[config.mk]
export PLATFORM = sky130hd
export DESIGN_NAME = uart_report_tx
export DESIGN_NICKNAME = d
export VERILOG_FILES = /design/src/rtl/uart_report_tx_pkg.sv /design/src/rtl/uart_report_tx_toggle_sync.sv /design/src/rtl/uart_report_tx.sv
export SDC_FILE = /design/constraint.sdc
export NUM_CORES = 1
export LEC_CHECK = 0
export CAP_MARGIN = 15
export CORE_MARGIN = 5
export CORE_UTILIZATION = 40
export CTS_CLUSTER_DIAMETER = 40
export CTS_CLUSTER_SIZE = 40
export DETAILED_ROUTE_END_ITERATION = 10
export PLACE_DENSITY_LB_ADDON = 0.3
export SLEW_MARGIN = 10
export SYNTH_ARGS = -nofsm -noshare
export SYNTH_HDL_FRONTEND = slang
export SYNTH_SLANG_ARGS = --single-unit
export TNS_END_PERCENT = 50
[constraint.sdc]
create_clock -name clk -period 3.3 [get_ports clk]
set_input_delay 0.66 -clock clk [delete_from_list [all_inputs] [get_ports clk]]
set_output_delay 0.66 -clock clk [all_outputs]
set_load 0.02 [all_outputs]
[src/rtl/uart_report_tx_pkg.sv]
// Shared constants, FSM encoding and checksum
// helper for the UART report transmitter.
package uart_report_tx_pkg;

  localparam logic [7:0] HDR_BYTE_DEF = 8'hA5;
  localparam int         PKT_LEN      = 5;

  typedef enum logic [2:0] {
    S_IDLE,
    S_HDR,
    S_B2,
    S_B1,
    S_B0,
    S_CHK
  } state_t;

  function automatic logic [7:0] pkt_chk(
    input logic [7:0]  hdr,
    input logic [23:0] p
  );
    return hdr ^ p[23:16] ^ p[15:8] ^ p[7:0];
  endfunction

endpackage

[src/rtl/uart_report_tx_toggle_sync.sv]
// Toggle synchronizer with edge detect; emits a
// one-cycle pulse per level change of i_toggle.
module toggle_sync #(
  parameter int SYNC_STAGES = 2
) (
  input  logic clk,
  input  logic rst,
  input  logic i_toggle,
  output logic o_event
);

  logic [SYNC_STAGES-1:0] r_sync;
  logic                   r_last;

  always_ff @(posedge clk or posedge rst) begin
    if (rst) begin
      r_sync <= '0;
      r_last <= 1'b0;
    end else begin
      r_sync <= {r_sync[SYNC_STAGES-2:0], i_toggle};
      r_last <= r_sync[SYNC_STAGES-1];
    end
  end

  assign o_event = r_sync[SYNC_STAGES-1] ^ r_last;

endmodule

[src/rtl/uart_report_tx.sv]
// Packs each synchronized receiver result into a
// 5-byte report and streams it to the UART sink.
module uart_report_tx
  import uart_report_tx_pkg::*;
#(
  parameter logic [7:0] HDR_BYTE    = HDR_BYTE_DEF,
  parameter int         SYNC_STAGES = 2
) (
  input  logic        clk,
  input  logic        rst,
  input  logic        rx_done_toggle,
  input  logic [23:0] pass_percentage,
  output logic [7:0]  to_uart_data,
  output logic        to_uart_valid,
  input  logic        to_uart_ready,
  output logic        busy,
  output logic        overrun
);

  state_t      r_state, w_state_nx;
  logic [23:0] r_pend_val, w_pend_val_nx;
  logic [23:0] r_tx, w_tx_nx;
  logic        r_pend, w_pend_nx;
  logic        r_valid, w_valid_nx;
  logic [7:0]  r_data, w_data_nx;
  logic        r_ovr, w_ovr_nx;
  logic        w_event;
  logic        w_accept;
  logic        w_load;

  toggle_sync #(
    .SYNC_STAGES(SYNC_STAGES)
  ) u_sync (
    .clk     (clk),
    .rst     (rst),
    .i_toggle(rx_done_toggle),
    .o_event (w_event)
  );

  assign w_accept = r_valid & to_uart_ready;

  always_ff @(posedge clk or posedge rst) begin
    if (rst) begin
      r_state    <= S_IDLE;
      r_pend_val <= '0;
      r_tx       <= '0;
      r_pend     <= 1'b0;
      r_valid    <= 1'b0;
      r_data     <= '0;
      r_ovr      <= 1'b0;
    end else begin
      r_state    <= w_state_nx;
      r_pend_val <= w_pend_val_nx;
      r_tx       <= w_tx_nx;
      r_pend     <= w_pend_nx;
      r_valid    <= w_valid_nx;
      r_data     <= w_data_nx;
      r_ovr      <= w_ovr_nx;
    end
  end

  always_comb begin
    w_state_nx    = r_state;
    w_pend_val_nx = r_pend_val;
    w_tx_nx       = r_tx;
    w_pend_nx     = r_pend;
    w_valid_nx    = r_valid;
    w_data_nx     = r_data;
    w_ovr_nx      = r_ovr;
    w_load        = 1'b0;
    unique case (r_state)
      S_IDLE: begin
        if (r_pend) begin
          w_load     = 1'b1;
          w_state_nx = S_HDR;
          w_valid_nx = 1'b1;
          w_data_nx  = HDR_BYTE;
        end
      end
      S_HDR: begin
        if (w_accept) begin
          w_state_nx = S_B2;
          w_data_nx  = r_tx[23:16];
        end
      end
      S_B2: begin
        if (w_accept) begin
          w_state_nx = S_B1;
          w_data_nx  = r_tx[15:8];
        end
      end
      S_B1: begin
        if (w_accept) begin
          w_state_nx = S_B0;
          w_data_nx  = r_tx[7:0];
        end
      end
      S_B0: begin
        if (w_accept) begin
          w_state_nx = S_CHK;
          w_data_nx  = pkt_chk(HDR_BYTE, r_tx);
        end
      end
      S_CHK: begin
        if (w_accept) begin
          if (r_pend) begin
            w_load     = 1'b1;
            w_state_nx = S_HDR;
            w_data_nx  = HDR_BYTE;
          end else begin
            w_state_nx = S_IDLE;
            w_valid_nx = 1'b0;
          end
        end
      end
      default: begin
        w_state_nx = S_IDLE;
        w_valid_nx = 1'b0;
      end
    endcase
    if (w_load) begin
      w_tx_nx   = r_pend_val;
      w_pend_nx = 1'b0;
    end
    // a same-edge transfer frees the slot, so no drop
    if (w_event) begin
      w_pend_val_nx = pass_percentage;
      w_pend_nx     = 1'b1;
      if (r_pend && !w_load) w_ovr_nx = 1'b1;
    end
  end

  assign to_uart_data  = r_data;
  assign to_uart_valid = r_valid;
  assign busy          = (r_state != S_IDLE) | r_pend;
  assign overrun       = r_ovr;

endmodule

layers.png
Scale: 6 px per micron. Two of the layers only.
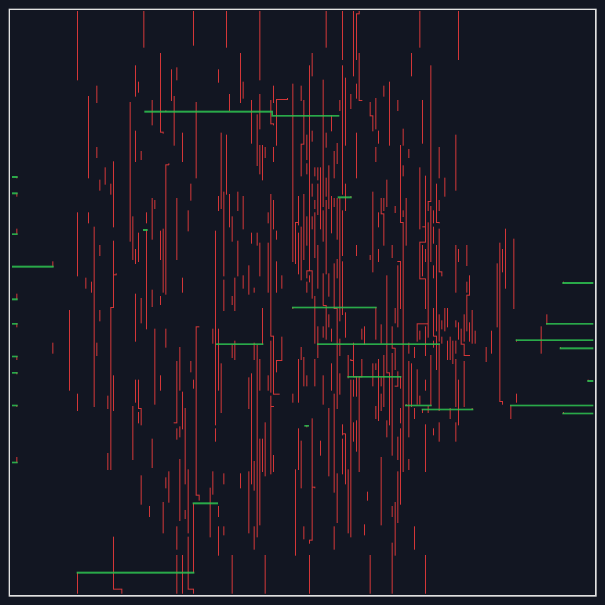
Key: red = M2 [wire length 2540 microns]; green = M3 [wire length 184 microns]
via count: 1900
Routed Wire Length: 5540 microns
Routed wire per std cell: 14.6 microns

congestion_map.png
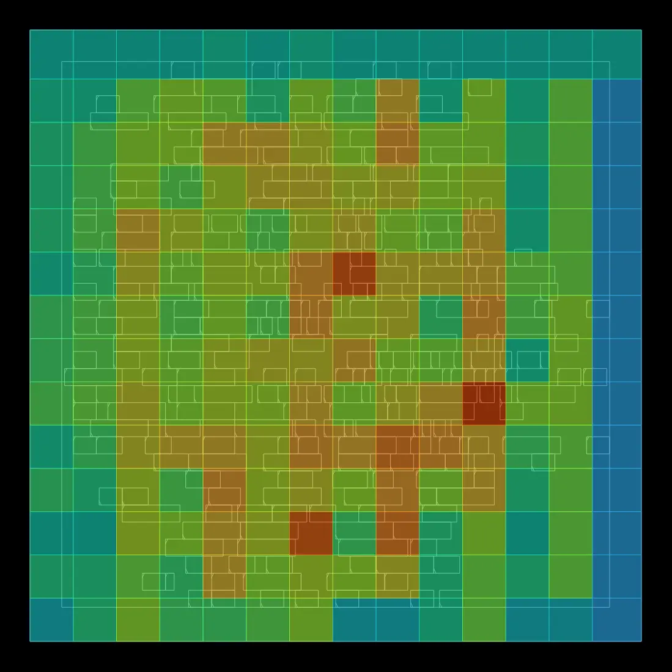
GR Layer Usage met1: 17.2%
routing usage on met2: 18.3%
met3 usage: 3.09%

==> run summary <==
run results: outcome=finished clean, total number of sequential cells=65, Final Max Slew Viols=0, CP max stage cell=or4_1, Yosys Chip Area=3060 sq um, Warnings, synthesis=0, arrival time worst endpoint=1.95 ns, cells after synthesis=226, average size of a mapped cell=13.6 sq um, Post-synth top cells=dfrtp_1, mux2_2, mux2_4, register area share after synthesis=53.1%, clock power share=17.5%, DR DRC count=0, Row Count=32, IO Count=39, Remaining Overflow, GRT=0, Final Hold Vio Count=0, first-pass GRT wire length=9600 microns, hpwl dp=3910 microns, CP Cell Sequence=or4_1 > clkdlybuf4s50_1, Worst Setup EP=busy, crit share post-route=79.0%, syn nets=254, max cap viols=0, max layer used=met4, Top Layout Cells=dfrtp_1, clkdlybuf4s50_1, mux2_2, mux2_4, Hold Crit Class=flop to flop, Area Overhead vs Synth=22.4%, DRT iter0 DRCs=61, crit end category=output pin, clk cell area share=5.04%, via density per instance=5.01
clock_wires.png
Scale: 6 px per micron.
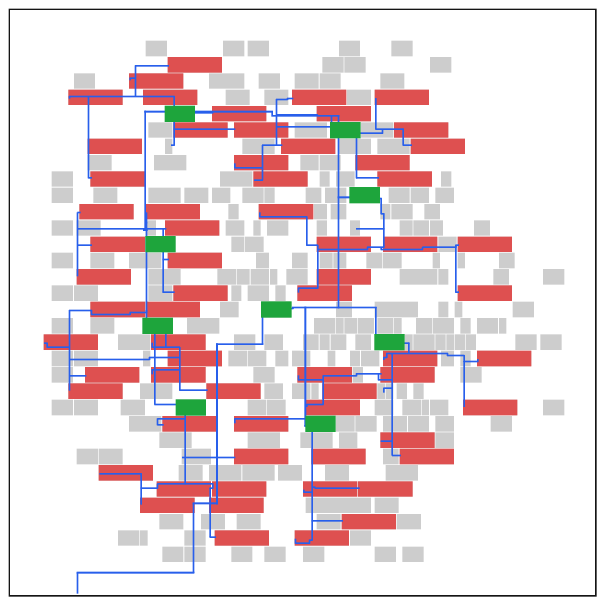
Key: green = clock-net drivers [count 9]; red = flip-flops [count 65]; blue = clock wires [length 784 microns]
There are 10 routed clock nets.

Power figures rest on the tool's default switching activity, not on a simulated workload.
